===== config.mk =====
export PLATFORM = sky130hd
export DESIGN_NAME = btn_pulse_arbiter
export DESIGN_NICKNAME = d
export VERILOG_FILES = /design/src/rtl/btn_pulse_arb_pkg.sv /design/src/rtl/btn_pulse_fsm.sv /design/src/rtl/btn_pulse_arbiter.sv
export SDC_FILE = /design/constraint.sdc
export NUM_CORES = 1
export LEC_CHECK = 0
export CAP_MARGIN = 25
export CORE_AREA = 5 5 51 76
export DETAILED_ROUTE_END_ITERATION = 8
export DIE_AREA = 0 0 56 81
export PLACE_DENSITY = 0.58
export SYNTH_ARGS = -nofsm -noshare
export SYNTH_HDL_FRONTEND = slang
export SYNTH_SLANG_ARGS = --single-unit

===== constraint.sdc =====
create_clock -name clk -period 3.2 [get_ports clk]
set_clock_uncertainty 0.05 [all_clocks]
set_input_delay 0.32 -clock clk [delete_from_list [all_inputs] [get_ports clk]]
set_output_delay 0.32 -clock clk [all_outputs]
set_load 0.05 [all_outputs]

===== src/rtl/btn_pulse_arb_pkg.sv =====
// ----------------------------------------------------------------------------
// btn_pulse_arb_pkg
// Shared state encodings for the button pulse arbiter.
//   btn_state_e : per-button press FSM (S_IDLE, S_PULSE, S_WAIT)
//   arb_state_e : round-robin arbiter FSM (A_IDLE, A_GRANT, A_DONE)
//   ST_W        : width of both state encodings (encoding 3 is illegal)
// ----------------------------------------------------------------------------
package btn_pulse_arb_pkg;

  localparam int ST_W = 2;

  typedef enum logic [ST_W-1:0] {
    S_IDLE  = 2'd0,
    S_PULSE = 2'd1,
    S_WAIT  = 2'd2
  } btn_state_e;

  typedef enum logic [ST_W-1:0] {
    A_IDLE  = 2'd0,
    A_GRANT = 2'd1,
    A_DONE  = 2'd2
  } arb_state_e;

endpackage


===== src/rtl/btn_pulse_fsm.sv =====
// ----------------------------------------------------------------------------
// btn_pulse_fsm
// Converts one button level into a single-cycle pulse per press, however long
// the button is held. A new pulse needs the button to be released first.
// Ports:
//   clk   : system clock, rising edge
//   rst   : asynchronous reset, active-low
//   btn   : button level, 1 = pressed, already synchronous to clk
//   pulse : high for exactly one cycle after a press is sampled
// ----------------------------------------------------------------------------
module btn_pulse_fsm
  import btn_pulse_arb_pkg::*;
(
  input  logic clk,
  input  logic rst,
  input  logic btn,
  output logic pulse
);

  btn_state_e r_state;
  btn_state_e w_state_nxt;

  always_ff @(posedge clk or negedge rst) begin
    if (!rst) r_state <= S_IDLE;
    else      r_state <= w_state_nxt;
  end

  always_comb begin
    w_state_nxt = r_state;
    case (r_state)
      S_IDLE:  if (btn) w_state_nxt = S_PULSE;
      S_PULSE: w_state_nxt = S_WAIT;
      S_WAIT:  if (!btn) w_state_nxt = S_IDLE;
      default: w_state_nxt = S_IDLE;
    endcase
  end

  assign pulse = (r_state == S_PULSE);

endmodule


===== src/rtl/btn_pulse_arbiter.sv =====
// ----------------------------------------------------------------------------
// btn_pulse_arbiter
// Shares one valid/ready event channel among N_REQ push-buttons. Each press
// becomes one pending request; a round-robin arbiter grants pending requests
// one at a time and reports the button index.
// Parameters:
//   N_REQ : number of buttons (2..16); IDX_W = $clog2(N_REQ) is derived
// Ports:
//   clk        : system clock, rising edge
//   rst        : asynchronous reset, active-low
//   btn        : raw button levels, synchronous to clk
//   out_ready  : consumer accepts the current event
//   out_valid  : an event is presented
//   out_idx    : granted button index, meaningful while out_valid = 1
//   pend       : pending-request vector
//   lost       : sticky, a press hit an already pending request
//   state_test : arbiter state, only when BTN_PULSE_ARB_STATE_TEST_EN is defined
// ----------------------------------------------------------------------------
module btn_pulse_arbiter
  import btn_pulse_arb_pkg::*;
#(
  parameter  int N_REQ = 4,
  localparam int IDX_W = $clog2(N_REQ)
) (
  input  logic             clk,
  input  logic             rst,
  input  logic [N_REQ-1:0] btn,
  input  logic             out_ready,
  output logic             out_valid,
  output logic [IDX_W-1:0] out_idx,
  output logic [N_REQ-1:0] pend,
  output logic             lost
`ifdef BTN_PULSE_ARB_STATE_TEST_EN
  ,
  output logic [ST_W-1:0]  state_test
`endif
);

  logic [N_REQ-1:0] w_req;
  logic [N_REQ-1:0] w_clr;
  logic             w_hs;
  logic [N_REQ-1:0] r_pend;
  logic             r_lost;
  arb_state_e       r_state;
  arb_state_e       w_state_nxt;
  logic [IDX_W-1:0] r_idx;
  logic [IDX_W-1:0] w_idx_nxt;
  logic [IDX_W-1:0] r_ptr;
  logic [IDX_W-1:0] w_ptr_nxt;

  // First set bit of req at or above ptr, wrapping from N_REQ-1 back to 0.
  function automatic logic [IDX_W-1:0] rr_pick(input logic [N_REQ-1:0] req,
                                               input logic [IDX_W-1:0] ptr);
    logic [IDX_W-1:0] pick;
    logic             found;
    int               j;
    pick  = '0;
    found = 1'b0;
    for (int k = 0; k < N_REQ; k++) begin
      j = (int'(ptr) + k) % N_REQ;
      if (!found && req[j]) begin
        pick  = IDX_W'(j);
        found = 1'b1;
      end
    end
    return pick;
  endfunction

  for (genvar g = 0; g < N_REQ; g++) begin : g_btn
    btn_pulse_fsm u_fsm (
      .clk   (clk),
      .rst   (rst),
      .btn   (btn[g]),
      .pulse (w_req[g])
    );
  end

  assign w_hs = (r_state == A_GRANT) && out_ready;

  always_comb begin
    w_clr = '0;
    if (w_hs) w_clr[r_idx] = 1'b1;
  end

  // A set landing on the same cycle as its clear wins, so that press is kept.
  always_ff @(posedge clk or negedge rst) begin
    if (!rst) begin
      r_pend <= '0;
      r_lost <= 1'b0;
    end else begin
      r_pend <= (r_pend & ~w_clr) | w_req;
      if (|(w_req & r_pend & ~w_clr)) r_lost <= 1'b1;
    end
  end

  always_ff @(posedge clk or negedge rst) begin
    if (!rst) begin
      r_state <= A_IDLE;
      r_idx   <= '0;
      r_ptr   <= '0;
    end else begin
      r_state <= w_state_nxt;
      r_idx   <= w_idx_nxt;
      r_ptr   <= w_ptr_nxt;
    end
  end

  always_comb begin
    w_state_nxt = r_state;
    w_idx_nxt   = r_idx;
    w_ptr_nxt   = r_ptr;
    case (r_state)
      A_IDLE: begin
        if (|r_pend) begin
          w_state_nxt = A_GRANT;
          w_idx_nxt   = rr_pick(r_pend, r_ptr);
        end
      end
      A_GRANT: begin
        if (out_ready) begin
          w_state_nxt = A_DONE;
          w_ptr_nxt   = (r_idx == IDX_W'(N_REQ - 1)) ? '0 : r_idx + IDX_W'(1);
        end
      end
      // One-cycle bubble so the cleared pend bit is visible before the next pick.
      A_DONE:  w_state_nxt = A_IDLE;
      default: w_state_nxt = A_IDLE;
    endcase
  end

  assign out_valid = (r_state == A_GRANT);
  assign out_idx   = r_idx;
  assign pend      = r_pend;
  assign lost      = r_lost;

`ifdef BTN_PULSE_ARB_STATE_TEST_EN
  assign state_test = r_state;
`endif

endmodule


**Run 1: gate families picked out**

Drawn at 4 px/um.
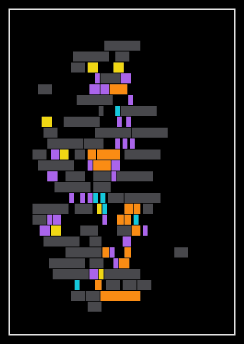
legend:
  yellow:
    family: nor cells
    cells: 7
    most_used: nor3b_1
  cyan:
    family: inv cells
    cells: 6
    most_used: inv_1
  purple:
    family: nand cells
    cells: 27
    most_used: nand2_1
  orange:
    family: aoi and oai cells
    cells: 14
    most_used: a21oi_1
most frequent logic cell in the layout: dfrtp_1
Comb/total area: 35.0%
Finished Layout Cells: 140

**Run 1: register map, names as in the netlist**

Drawn at 6 px/um. Other sequential cells in the stronger gray, the rest of the logic in the fainter gray.
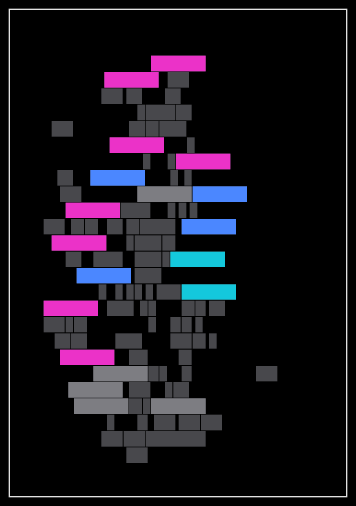
legend:
  blue:
    signal: pend
    flops: 4
    where: center
  magenta:
    signal: g_btn.u_fsm.r_state
    flops: 8
  cyan:
    signal: r_ptr
    flops: 2
not colored: 5
Seq/total area: 42.1%
seq pwr: 453 uW
Sequential Area: 475 sq um
final design utilization: 36.4%

**Run 1: congestion heat map**

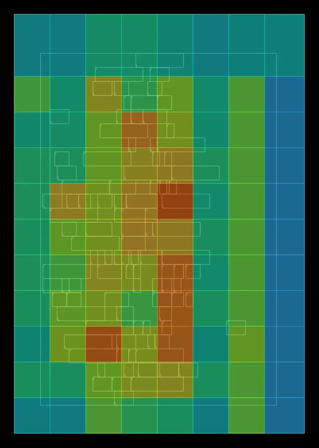
Total GRT Usage: 9.08%
post-DR wirelength/cell: 12.8 um

**Run 1: metal layers overlaid**

Drawn at 4 px/um.
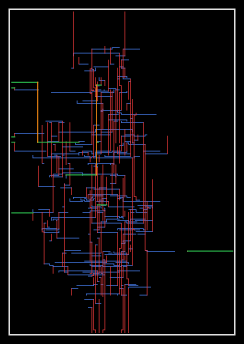
legend:
  red:
    layer: metal 2
    wire_length: 973 um
  green:
    layer: metal 3
    wire_length: 46.7 um
  blue:
    layer: metal 1
    wire_length: 732 um
  orange:
    layer: metal 4
    wire_length: 37.4 um
vias: 647
DRT Wirelength: 1.79 mm

run 1: state kept, by name, summed over array words and instances, names as in the netlist:
| register | count |
|---|---|
| g_btn.u_fsm.r_state | 8 |
| lost | 1 |
| out_idx | 2 |
| r_ptr | 2 |
| r_state | 2 |
| pend | 4 |
run 1: layer usage:
metal | track usage, % | routed length [um] | vias up
li1 | - | - | 314
met1 | 9.53 | 731 | 317
met2 | 17.0 | 972 | 11
met3 | 1.59 | 46 | 5
met4 | 4.99 | 37 | 0
met5 | 0 | 0 | -
run 1: cell type report:
cell class                      instances  area [sq um]  share of cell area, %
Tap cell                               40          50.0                   4.43
Multi-Input combinational cell         57           395                   35.0
Timing Repair Buffer                   14           140                   12.4
Sequential cell                        19           475                   42.1
Clock buffer                            4          45.0                   3.99
Inverter                                6          22.5                   2.00
run 1: stage by stage:
stage | hold WS, ps | utilization (%) | std cells
3_5_place_dp | 393 | 35.0 | 136
4_1_cts | 402 | 36.4 | 140
5_1_grt | 424 | 36.4 | 140
2_1_floorplan | -25.6 | - | 83
6_report | 400 | 36.4 | 140
3_3_place_gp | 374 | 35.0 | 136
run 1: path summary, 6_finish.rpt:
path | cells past startpoint | slack, ps | startpoint | end
setup / recovery | 1 | 1150 | pend[0]$_DFF_PN0_ | pend[0]
hold / removal | 1 | 400 | g_btn[2].u_fsm.r_state[1]$_DFFE_PN0P_ | g_btn[2].u_fsm.r_state[0]$_DFFE_PN0P_
setup reg to reg | 4 | 1740 | r_state[1]$_DFFE_PN0P_ | lost$_DFFE_PN0P_
hold reg to reg | 1 | 400 | g_btn[2].u_fsm.r_state[1]$_DFFE_PN0P_ | g_btn[2].u_fsm.r_state[0]$_DFFE_PN0P_
max in group asynchronous | 1 | 2090 | rst | g_btn[2].u_fsm.r_state[0]$_DFFE_PN0P_
min in group asynchronous | 1 | 490 | rst | g_btn[1].u_fsm.r_state[1]$_DFFE_PN0P_
run 1: cells in the mapped netlist (2+ instances only):
cell      instances  area (sq um)
nor2_1            2          7.51
nand2b_1          5          31.3
o22ai_1           2          12.5
nand3b_1          4          30.0
inv_1             6          22.5
a21o_1            2          15.0
a21oi_1           3          15.0
dfrtp_1          19           475
nor3b_1           4          30.0
ha_1              4          50.1
nand2_1          17          63.8
o21ai_0           2          10.0
run 1: cell families (layout without fill, tap and decap cells):
kind of cell / count (synthesis) / in the layout / share of synthesized area (%)
and+or+nand+nor: 35 / 35 / 20.3
DFF: 19 / 19 / 52.6
AOI/OAI and AO/OA: 16 / 16 / 15.5
buffers and inverters: 7 / 24 / 3.73
adders and majority gates: 4 / 4 / 5.53
muxes: 2 / 2 / 2.35
run 1: power by group through the flow:
stage	registers (mW)	logic, mW	clock network, mW
final	0.453	0.486	0.165
after global routing	0.471	0.534	0.182
after CTS	0.454	0.494	0.169
after detailed placement	0.458	0.487	0
after global placement	0.450	0.482	0
after floorplan	0.524	0.269	0
==> flow_metrics.tcl, run 1 <==
# flow metrics
set metrics [dict create \
    status "complete, no violations" \
    syn_area_sq_um 905 \
    p_int_uw 617 \
    finalCritPeriodShare_pct 64.1 \
    clkTransAtPathRegs_ps 70 \
    clk_latency_ps 250 \
    cts.hold.buffers_added 0 \
    yosys-stat-cells 83 \
    overflow 0 \
    fp.dieW_um 56 \
    p_sw_uw 487 \
    n_fill_cell 317 \
    p_leak_nw 0.507 \
    crit_buf_inv 1 \
    max_cap_violations 0 \
    synth.avg_cell_area_sq_um 10.9 \
    port-buffer-count 14 \
    ys_chip_area_sq_um 905 \
    final_cell_mix "dfrtp_1, nand2_1, clkdlybuf4s50_1, inv_1, nand2b_1" \
    area_growth_pct 24.8 \
    rsz0062_at_grt "no" \
    path_cells "clkdlybuf4s50_1" \
    pin_count 15 \
    report.final.slew_viol_count 0 \
    slowest_stage "clkdlybuf4s50_1" \
    fin_setup_tns_ps 0 \
    fin_crit_ps 2050 \
    drtIter0Drc 20 \
]
--- run 2 (diff from run 1) ---
--- a/config.mk
+++ b/config.mk
@@ -9,7 +9,7 @@
 export CORE_AREA = 5 5 51 76
 export DETAILED_ROUTE_END_ITERATION = 8
 export DIE_AREA = 0 0 56 81
-export PLACE_DENSITY = 0.58
+export PLACE_DENSITY = 0.59
 export SYNTH_ARGS = -nofsm -noshare
 export SYNTH_HDL_FRONTEND = slang
 export SYNTH_SLANG_ARGS = --single-unit
==> constraint.sdc (replaced) <==
create_clock -name clk -period 1.8 [get_ports clk]
set_clock_uncertainty 0.05 [all_clocks]
set_input_delay 0.18 -clock clk [delete_from_list [all_inputs] [get_ports clk]]
set_output_delay 0.18 -clock clk [all_outputs]
set_load 0.05 [all_outputs]
**Run 2: register map, names as in the netlist**

Drawn at 6 px/um. Other sequential cells in the stronger gray, the rest of the logic in the fainter gray.
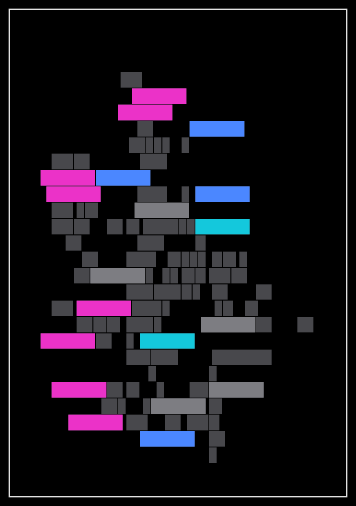
legend:
  blue:
    signal: pend
    flops: 4
  cyan:
    signal: r_ptr
    flops: 2
  magenta:
    signal: g_btn.u_fsm.r_state
    flops: 8
not colored: 5
seq pwr: 798 uW
final design utilization: 36.1%
Seq/total area: 42.5%

==> flow_metrics.tcl, run 2 <==
# flow metrics
set metrics [dict create \
    status "complete, no violations" \
    whs_ps 212 \
    final_common_cell "dfrtp_1" \
    top_cells_by_area "dfrtp_1, nand2_1, ha_1" \
    path_cells "clkdlybuf4s50_1" \
    overflow 0 \
    clkTransAtPathRegs_ps 70 \
    max_cap_violations 0 \
    fin_setup_tns_ps 0 \
    clk_latency_ps 250 \
    rsz0062_at_grt "no" \
    top_register "g_btn.u_fsm.r_state" \
    top_cell_area_share_pct 52.6 \
    port-buffer-count 14 \
    pin_count 15 \
    syn_area_sq_um 905 \
    fp.dieW_um 56 \
    largest_area_cell "dfrtp_1" \
    final_cell_mix "dfrtp_1, nand2_1, buf_4, clkdlybuf4s50_1, inv_1" \
    common_cells "dfrtp_1, nand2_1, inv_1" \
    top_cell "dfrtp_1" \
    cts.hold.buffers_added 0 \
    slowest_stage "clkdlybuf4s50_1" \
    largest_reg_flops 8 \
    fin_crit_ps 1660 \
    fin_cells 141 \
    crit_buf_inv 1 \
    area_growth_pct 23.7 \
    grt_util_all_layers_pct 8.34 \
]
**Run 2: congestion heat map**

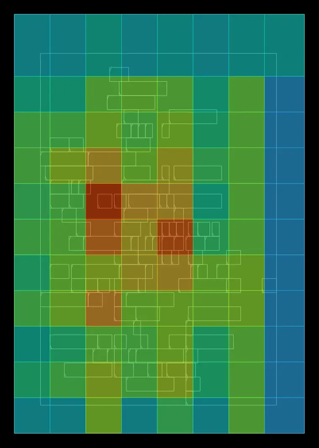
grt met1 use: 8.73%
grt met3 use: 1.75%
layer with the highest usage: met2
post-DR wirelength/cell: 12.3 um

==> run 2: final timing paths <==
check	from	end	slack, ps	depth (start not counted)
min in group clk	g_btn[3].u_fsm.r_state[0]$_DFFE_PN0P_	g_btn[3].u_fsm.r_state[0]$_DFFE_PN0P_	390	1
setup reg to reg	r_state[1]$_DFFE_PN0P_	lost$_DFFE_PN0P_	340	4
max in group asynchronous	rst	r_ptr[0]$_DFFE_PN0P_	1290	2
setup / recovery	lost$_DFFE_PN0P_	lost	140	1
hold / removal	rst	g_btn[1].u_fsm.r_state[1]$_DFFE_PN0P_	210	2
hold reg to reg	g_btn[3].u_fsm.r_state[0]$_DFFE_PN0P_	g_btn[3].u_fsm.r_state[0]$_DFFE_PN0P_	390	1
==> run 2: cell type report <==
class | count | area, sq um | share of cell area [%]
Clock buffer | 4 | 45.0 | 4.03
Tap cell | 40 | 50.0 | 4.47
Timing Repair Buffer | 15 | 130 | 11.6
Sequential cell | 19 | 475 | 42.5
Inverter | 6 | 22.5 | 2.01
Multi-Input combinational cell | 57 | 395 | 35.3
==> run 2: worst register-to-register path: cells and delay by family (launching register included) <==
family / cells / cell delay (ps)
AOI/OAI and AO/OA: 2 / 340
DFF: 1 / 380
and+or+nand+nor: 2 / 550
==> run 2: report_power, final <==
part           total [mW]  leakage (nW)  switching, mW  internal [mW]
sequential          0.798         0.224          0.203          0.594
combinational       0.839         0.269          0.515          0.324
clock               0.286        0.0228          0.130          0.157
==> run 2: kinds of logic after synthesis <==
kind of cell	count (synthesis)	synth area share, %
buffers and inverters	7	3.73
AND/OR/NAND/NOR	35	20.3
flip-flops	19	52.6
adder cells (fa/ha/maj)	4	5.53
multiplexers	2	2.35
AND-OR/OR-AND	16	15.5
==> run 2: layer usage <==
layer / global-route usage, % / up-vias / part of all wire (%)
met3: 1.75 / 2 / 3.2
met4: 4.28 / 0 / 0.93
met1: 8.73 / 314 / 42
met5: 0 / - / 0
li1: - / 322 / -
met2: 15.6 / 12 / 54
No activity file was given, so power comes from the tool's default toggle rates.
